==> config.mk <==
export PLATFORM = sky130hd
export DESIGN_NAME = alu_muldiv_flat
export DESIGN_NICKNAME = d
export VERILOG_FILES = /design/src/rtl/alu_muldiv_pkg.sv /design/src/rtl/alu_muldiv_if.sv /design/src/rtl/alu_muldiv_iter.sv /design/src/rtl/alu_muldiv.sv /design/src/flat_wrapper.sv
export SDC_FILE = /design/constraint.sdc
export NUM_CORES = 1
export LEC_CHECK = 0
export ABC_AREA = 1
export CELL_PAD_IN_SITES_DETAIL_PLACEMENT = 1
export CELL_PAD_IN_SITES_GLOBAL_PLACEMENT = 2
export CORE_AREA = 2 2 303 305
export DETAILED_ROUTE_END_ITERATION = 10
export DIE_AREA = 0 0 305 307
export MAX_ROUTING_LAYER = met4
export PLACE_DENSITY_LB_ADDON = 0.1
export SETUP_SLACK_MARGIN = 0.3
export SLEW_MARGIN = 40
export SYNTH_ARGS = -nofsm -noshare
export SYNTH_HDL_FRONTEND = slang
export SYNTH_HIERARCHICAL = 1
export SYNTH_SLANG_ARGS = --single-unit
==> constraint.sdc <==
create_clock -name clk -period 3.4 [get_ports clk]
set_input_delay 1.02 -clock clk [delete_from_list [all_inputs] [get_ports clk]]
set_output_delay 1.02 -clock clk [all_outputs]
set_load 0.005 [all_outputs]
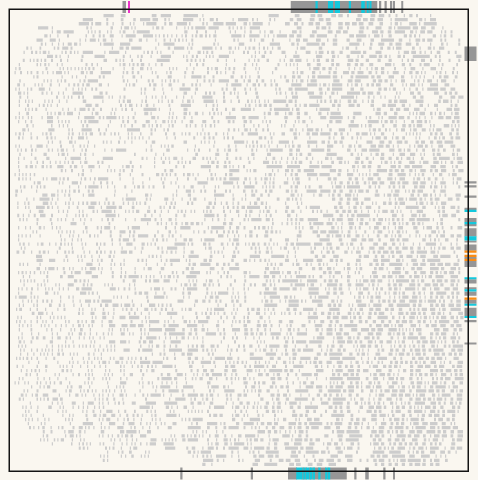
(images/pinout.png)
Drawn at 1.5 px/um. Pins as bars across the die edge, other pins in grey.
- cyan: `bus_hi` (pins 32; direction output; edge 12 south, 12 north, 8 east)
- magenta: `bus_div_by_zero` (pins 1; direction output; edge north)
- orange: `bus_alu_control` (pins 4; direction input; edge east)
DIE WIDTH: 305 um
die height: 307 um
I/O Buffers: 169

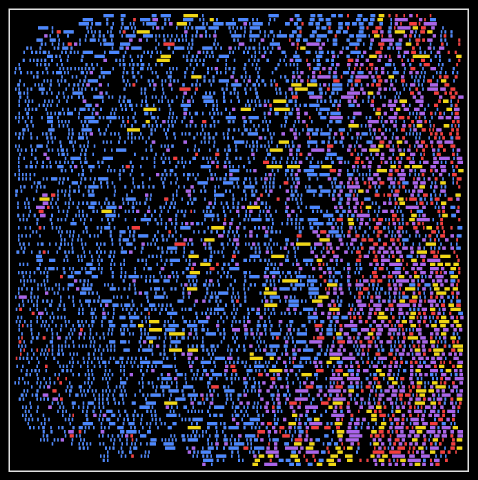
(images/sizing.png)
Drawn at 1.5 px/um.
- purple: x3 and x4 (cells 903)
- yellow: x6 and larger (cells 219)
- red: x2 (cells 546)
- blue: x1 and smaller (cells 3,848)
Buffers excl. clock: 947
setup ws final: -0.522 ns
fin area: 37,800 um2
Layout area overhead: 50.2%

==> flow_summary.ini <==
; yosys + openroad results
[route]
first_iter_violations = 1780
drc = 0
antenna_left = 0
drt-met1-wl_um = 66400
vias_per_cell = 5.01
routed-wl-met3_um = 3450

[power]
combPwrFrac_pct = 59.0
comb-power_mw = 6.45
leakagePower_nw = 19.6
power_frac_seq_pct = 20.2
p_clk_share_pct = 20.8
p_seq_mw = 2.21

[clock_network]
h-tree-depth = 4
cts_setup_buffers = 124
post_cts_resized = 1127
holdBufCountCts = 0
cts.sinks = 172
clockRootBuffer = clkbuf_16
cts-buffers-inserted = 17
cts_tree = yes
clk_pin_slew_ns = 0.08

[synthesis]
yosys_area_um2 = 25200
netlist.area_leader.share_pct = 22.9
yosysUniqueCellTypes = 65
edf_count = 0
synth.area.top_cells = nand2_1 (23%), dfxtp_1 (14%), inv_1 (12%)
async_flop_share_pct = 0
yosys_most_used_dff = dfxtp_1
topCombFamilyByArea = simple AND/OR/NAND/NOR gates
muxShareOfSynthArea_pct = 0
synth.cellmix.simpleShare_pct = 43.4

[final_timing]
max_freq_mhz = 255
finalSetupTns_ns = -13.26
fin_ws_ns = -0.522
relSlewSlack_pct = 51.1
fin_hold_ws_ns = 0.479
setup_violations = 32
fin_skew_ns = 0.0165
maxSlewViolCount = 0

[critical_path]
required_ns = 2.38
crit_type = primary input to output port
path_max_fanout = 3
rrSetupSlack_ns = 0.47
critPathCaptureType = output port

[floorplan]
std_cell_rows = 111
coreArea_um2 = 90700
io_pins = 170
initial_core_util_pct = 27.7

[global_route]
grt-ovfl-total = 0
grt_max_degree = 63
grtUsageMet2_pct = 62.0
met3_usage_pct = 1.66

[final_layout]
bufAreaShareNonClock_pct = 21.8
nClkBuffers = 20
sh_seq_area_pct = 9.12
clock_area_share_pct = 1.65
fillers = 12100
logic_area_um2 = 20500
n_all_inverters = 884

[status]
violations = setup timing
status = complete, but fails checks

[placed_design]
routabilityCongestion = 0.967

[worst_hold_path]
hold_class = register to register
worst_hold_path.num_cells = 2
